[config.mk]
export PLATFORM = sky130hd
export DESIGN_NAME = pc_npc_sequencer
export DESIGN_NICKNAME = d
export VERILOG_FILES = /design/src/rtl/pc_npc_sequencer.sv
export SDC_FILE = /design/constraint.sdc
export NUM_CORES = 1
export LEC_CHECK = 0
export CAP_MARGIN = 30
export CORE_MARGIN = 1
export CORE_UTILIZATION = 45
export DETAILED_ROUTE_END_ITERATION = 8
export DONT_BUFFER_PORTS = 1
export PLACE_DENSITY = 0.58
export SLEW_MARGIN = 0
export SYNTH_ARGS = -nofsm -noshare
export SYNTH_HDL_FRONTEND = slang
export SYNTH_SLANG_ARGS = --single-unit
[constraint.sdc]
create_clock -name clk -period 2 [get_ports clk]
set_input_delay 0.2 -clock clk [delete_from_list [all_inputs] [get_ports clk]]
set_output_delay 0.2 -clock clk [all_outputs]
set_load 0.005 [all_outputs]
[src/rtl/pc_npc_sequencer.sv]
// pc_npc_sequencer: architectural PC/nPC pair with SPARC delayed-control-transfer
// sequencing (sequential step, Bicc with annul bit, jmpl, trap entry, and a
// sticky halt on misaligned control-transfer targets).
//
// Handshake: there is no valid/ready pair here. 'advance' is a single-cycle
// qualifier meaning "the instruction at pc_out retires this cycle"; the pair
// steps on the rising edge where advance=1, and every update shows up on
// pc_out/npc_out the cycle after that edge. Outputs depend only on registers.
module pc_npc_sequencer #(
    parameter logic [31:0] RESET_PC  = 32'h0000_0000,
    parameter logic [31:0] RESET_NPC = 32'h0000_0004
) (
    input  logic        clk,
    input  logic        reset,
    input  logic        advance,
    input  logic        br_valid,
    input  logic        br_taken,
    input  logic        br_always,
    input  logic        br_annul,
    input  logic [31:0] br_target,
    input  logic        jmpl_valid,
    input  logic [31:0] jmpl_target,
    input  logic        trap_req,
    input  logic [31:0] trap_vec,
    output logic [31:0] pc_out,
    output logic [31:0] npc_out,
    output logic        annul_slot,
    output logic        trap_ack,
    output logic        misalign,
    output logic [1:0]  state_out
);

    typedef enum logic [1:0] {
        ST_RUN   = 2'd0,
        ST_ANNUL = 2'd1,
        ST_TRAP  = 2'd2,
        ST_HALT  = 2'd3
    } state_t;

    state_t      state_q, state_d;
    logic [31:0] pc_q, pc_d;
    logic [31:0] npc_q, npc_d;
    logic        mis_q, mis_d;
    logic        br_eff_taken;

    // Bicc is taken when the condition holds or when it is branch-always.
    assign br_eff_taken = br_taken | br_always;

    // State and architectural registers; reset overrides any pending event.
    always_ff @(posedge clk) begin
        if (reset) begin
            state_q <= ST_RUN;
            pc_q    <= RESET_PC;
            npc_q   <= RESET_NPC;
            mis_q   <= 1'b0;
        end else begin
            state_q <= state_d;
            pc_q    <= pc_d;
            npc_q   <= npc_d;
            mis_q   <= mis_d;
        end
    end

    // Next-state and next PC/nPC selection: trap > jmpl > branch > sequential.
    always_comb begin
        state_d = state_q;
        pc_d    = pc_q;
        npc_d   = npc_q;
        mis_d   = mis_q;
        unique case (state_q)
            ST_RUN: begin
                if (trap_req) begin
                    pc_d    = trap_vec;
                    npc_d   = trap_vec + 32'd4;
                    state_d = ST_TRAP;
                end else if (advance) begin
                    if (jmpl_valid) begin
                        if (jmpl_target[1:0] != 2'b00) begin
                            state_d = ST_HALT;
                            mis_d   = 1'b1;
                        end else begin
                            pc_d  = npc_q;
                            npc_d = jmpl_target;
                        end
                    end else if (br_valid) begin
                        if (br_eff_taken && (br_target[1:0] != 2'b00)) begin
                            state_d = ST_HALT;
                            mis_d   = 1'b1;
                        end else begin
                            pc_d  = npc_q;
                            npc_d = br_eff_taken ? br_target : (npc_q + 32'd4);
                            // Annul the delay slot for untaken branches and for BA.
                            if (br_annul && (!br_eff_taken || br_always)) begin
                                state_d = ST_ANNUL;
                            end
                        end
                    end else begin
                        pc_d  = npc_q;
                        npc_d = npc_q + 32'd4;
                    end
                end
            end
            ST_ANNUL: begin
                if (trap_req) begin
                    pc_d    = trap_vec;
                    npc_d   = trap_vec + 32'd4;
                    state_d = ST_TRAP;
                end else if (advance) begin
                    // The squashed slot only steps; its control transfers are ignored.
                    pc_d    = npc_q;
                    npc_d   = npc_q + 32'd4;
                    state_d = ST_RUN;
                end
            end
            ST_TRAP: begin
                state_d = ST_RUN;
            end
            ST_HALT: begin
                if (trap_req) begin
                    pc_d    = trap_vec;
                    npc_d   = trap_vec + 32'd4;
                    state_d = ST_TRAP;
                end
            end
            default: begin
                state_d = ST_RUN;
            end
        endcase
    end

    assign pc_out     = pc_q;
    assign npc_out    = npc_q;
    assign annul_slot = (state_q == ST_ANNUL);
    assign trap_ack   = (state_q == ST_TRAP);
    assign misalign   = mis_q;
    assign state_out  = state_q;

endmodule

==> impl_metrics.csv, run 1 <==
group,metric,value,unit
placement,gp_congestion,0.874,
setup_path,r2r-start,"state_out[0]$_SDFFE_PP0P_",
synthesis,synth_top_flop_cell,"dfxtp_1",
synthesis,ys_sh_xor,0.0285,
synthesis,synthTopCellsByCount,"nand2_1 (96), dfxtp_1 (67), nor2_1 (59), o21ai_0 (48), clkbuf_1 (39)",
clock_network,clk_latency,0.38,ns
power_and_ir_drop,pwr-share-comb,0.288,
final_layout,diodes,0,
status,status,"finished, final reports clean",
synthesis,synth_cell_types,68,
timing,fin_worst_skew,0.0111,ns
clock_network,cts_resized,0,
power_and_ir_drop,comb_cell_power,1.13,mW
setup_path,path_class,"reg -> reg",
setup_path,critPathCaptureType,"register",
setup_path,max_stage_delay,0.36,ns
synthesis,postSynthSeqShare,0.273,
power_and_ir_drop,p_int,2.56,mW
setup_path,critPathRequiredTime,2.26,ns
power_and_ir_drop,clock_power,1.19,mW
setup_path,worstReg2RegEnd,"npc_out[27]$_SDFFE_PP0P_",
synthesis,topCellsByArea,"dfxtp_1 (27%), nand2_1 (7.3%), a311oi_1 (6.6%)",
clock_network,root_buffer,"clkbuf_8",
grt,grt_pass1_wl,31600,µm
synthesis,ys_area,4910,µm²
clock_network,cts_max_level,3,
setup_path,slowest_stage,"dfxtp_2",
grt,grtUsageMet1,0.468,
synthesis,simple_gate_area_frac,0.299,
timing,rsz0062_at_grt,"false",
setup_path,path_max_fanout,6,
worst_hold_path,min_from,"trap_vec[26]",
power_and_ir_drop,power.leakage,2.19,nW
placement,placedCellCount,825,
run 1: through the flow:
step	total power [mW]	setup WS (ns)	hold slack, ns	utilization	cell area, µm²
final	3.94	0.0881	0.0108	0.578	6050
after global routing	4.12	0.00598	0.0233	0.578	6050
after CTS	3.89	0.0170	0.00323	0.571	5970
after detailed placement	2.66	0.0329	0.279	0.527	5510
after global placement	2.63	0.0731	0.277	0.527	5510
after floorplan	2.28	0.00207	0.359	-	4910
run 1: worst register-to-register path: stages, from the launching register on:
cell and delay (ns):
dfxtp_2 0.36, buf_4 0.17, a21oi_4 0.28, nor2_1 0.07
and4_2 0.24, or3b_1 0.35, o311a_1 0.33
run 1: sequential cells by signal, summed over array words and instances, names as in the netlist:
register,cells
misalign,1
state_out,2
pc_out,32
npc_out,32
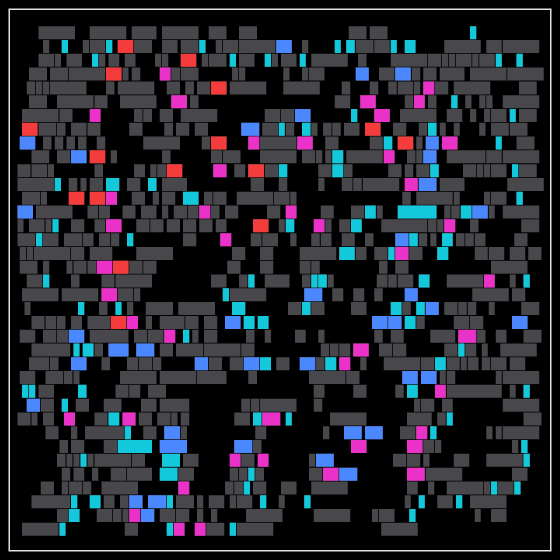
Run 1: gate-type map
color	family	cells
blue	AND-OR and OR-AND gates	40
cyan	NOR gates	102
red	XOR/XNOR gates	16
magenta	AND and OR gates	44
Top cell excl fill/tap: nand2_1
combinational share of cell area: 0.551
fin cells: 871

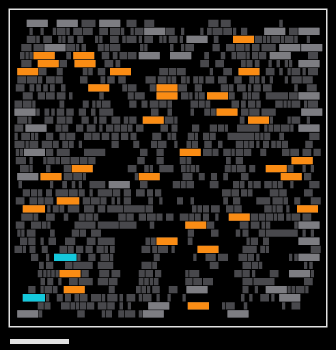
Run 1: where the registers sit
Scale bar: 20 µm.
color	name in the netlist	flops
orange	npc_out	32
cyan	state_out	2
Core Util, Final: 0.578
sequential power: 1.62 mW
Seq/total area: 0.223
Reg area: 1350 µm²

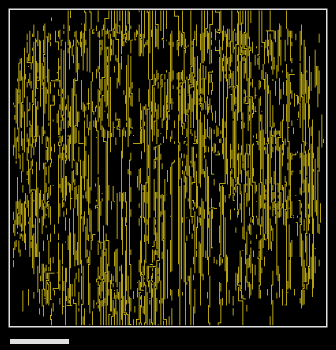
Run 1: metal 2
Scale bar: 20 µm.
longest straight run	46.8 µm
main direction	vertical
Routed WL: 20,300 µm
vias: 5,919

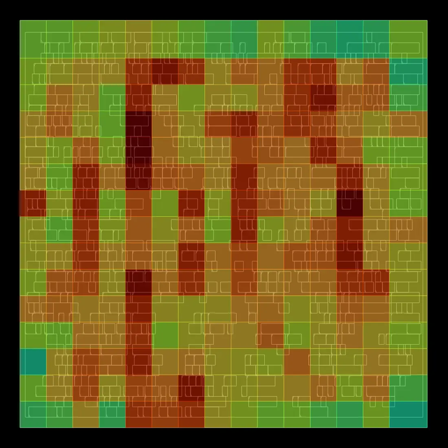
Run 1: routing congestion map
met3 usage: 0.0834
GR Layer Usage met2: 0.561
Routed wire per std cell: 23.3 µm

Run 1, signal wires on met3:
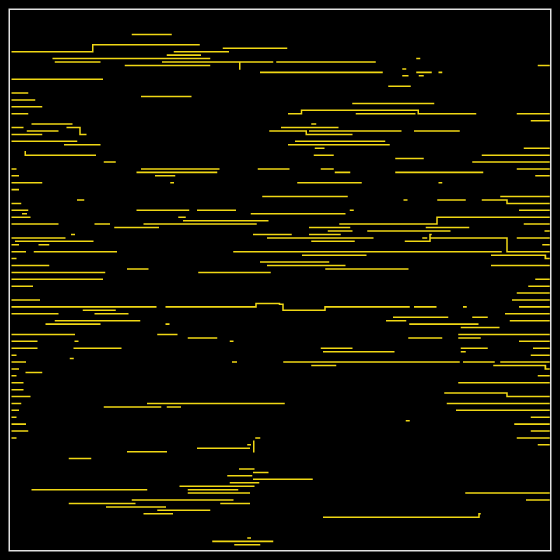

==> inputs of run 2 (changes only) <==
--- a/config.mk
+++ b/config.mk
@@ -5,9 +5,11 @@
 export SDC_FILE = /design/constraint.sdc
 export NUM_CORES = 1
 export LEC_CHECK = 0
+export ABC_AREA = 1
 export CAP_MARGIN = 30
 export CORE_MARGIN = 1
 export CORE_UTILIZATION = 45
+export CTS_CLUSTER_SIZE = 28
 export DETAILED_ROUTE_END_ITERATION = 8
 export DONT_BUFFER_PORTS = 1
 export PLACE_DENSITY = 0.58
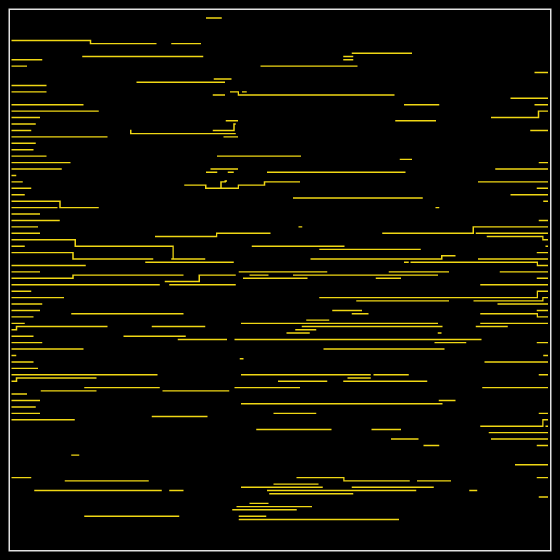
Run 2: signal wires on met3
wire length on this layer	2,230 µm
main direction	horizontal
Routed WL: 20,700 µm
vias: 6,462
met3 usage: 0.0794

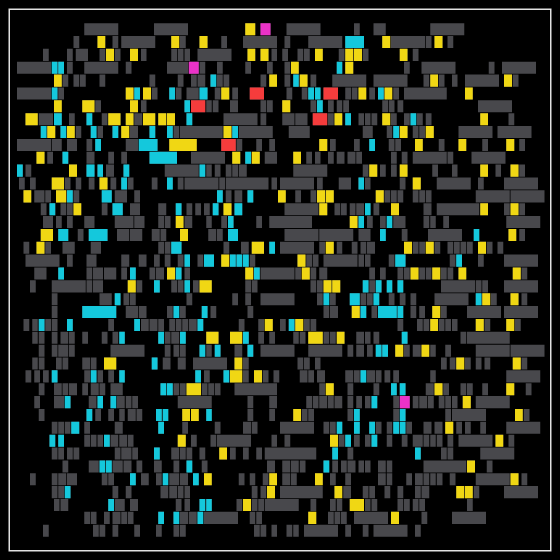
Run 2: gate-type map
color	family	cells
magenta	AND and OR gates	3
cyan	NOR gates	155
red	XOR/XNOR gates	5
yellow	inverting AOI/OAI gates	147
combinational share of cell area: 0.597
fin cells: 1,212

==> impl_metrics.csv, run 2 <==
group,metric,value,unit
final_layout,postLayoutCellArea,6160,µm²
timing,rsz0062_at_grt,"false",
synthesis,postSynthSeqShare,0.237,
placement,gp_congestion,0.922,
setup_path,worstReg2RegEnd,"pc_out[24]$_SDFFE_PP0P_",
placement,placedCellCount,1196,
status,status,"finished, final reports clean",
synthesis,synthesis.area,5670,µm²
synthesis,synthTopCellsByCount,"nand2_1 (424), nor2_1 (137), inv_1 (94), nand3_1 (78), a21oi_1 (68)",
clock_network,cts_max_level,3,
final_layout,post-route-util,0.507,
placement,place_area,5850,µm²
setup_path,critPathCaptureType,"register",
power_and_ir_drop,power.leakage,2.81,nW
synthesis,topCellsByArea,"nand2_1 (28%), dfxtp_1 (24%), nor2_1 (9.1%)",
power_and_ir_drop,p_int,3.01,mW
floorplan,core,12200,µm²
final_layout,final_layout_top_logic_cell,"nand2_1",
synthesis,synth_cell_types,42,
timing,setup_slack,0.0868,ns
synthesis,synth_top_flop_cell,"dfxtp_1",
setup_path,critPathRequiredTime,2.21,ns
synthesis,ys_area,5670,µm²
power_and_ir_drop,clock_power,1.56,mW
power_and_ir_drop,total_power,4.87,mW
clock_network,root_buffer,"clkbuf_16",
power_and_ir_drop,pwr-share-comb,0.310,
grt,grt_pass1_wl,31600,µm
synthesis,edf_count,0,
final_layout,mostFrequentLayoutCells,"nand2_1 (423), nor2_1 (136), inv_1 (94)",
worst_hold_path,min_from,"advance",
power_and_ir_drop,p_seq,1.80,mW
route,first_pass_iters,7,
setup_path,path_class,"reg -> reg",
clock_network,clk_latency,0.35,ns
setup_path,slowest_stage,"dfxtp_1",
setup_path,path_max_fanout,35,
run 2: cell type report:
type | count | area, µm² | share of cell area
inverters | 102 | 388 | 0.0630
multi-input cells | 836 | 3680 | 0.597
clock inverters | 3 | 40.0 | 0.00650
clock buffers | 12 | 236 | 0.0384
well taps | 168 | 210 | 0.0341
flip-flops and latches | 67 | 1340 | 0.218
repair buffers | 24 | 268 | 0.0435
run 2: per-layer routing:
layer	GRT usage	part of all wire	wire [µm]	vias up
li1	-	-	-	3298
met1	0.481	0.47	9730	2846
met2	0.453	0.41	8400	300
met3	0.0794	0.11	2230	18
met4	0.0771	0.015	307	0
met5	0	0	0	-
run 2: what timing repair did:
action	4_1_cts	5_1_grt
endpoints found under the setup margin	0	3
endpoints found under the hold margin	36	0
gates resized	0	3
hold buffers	1	0
Power and IR drop assume default switching activity.
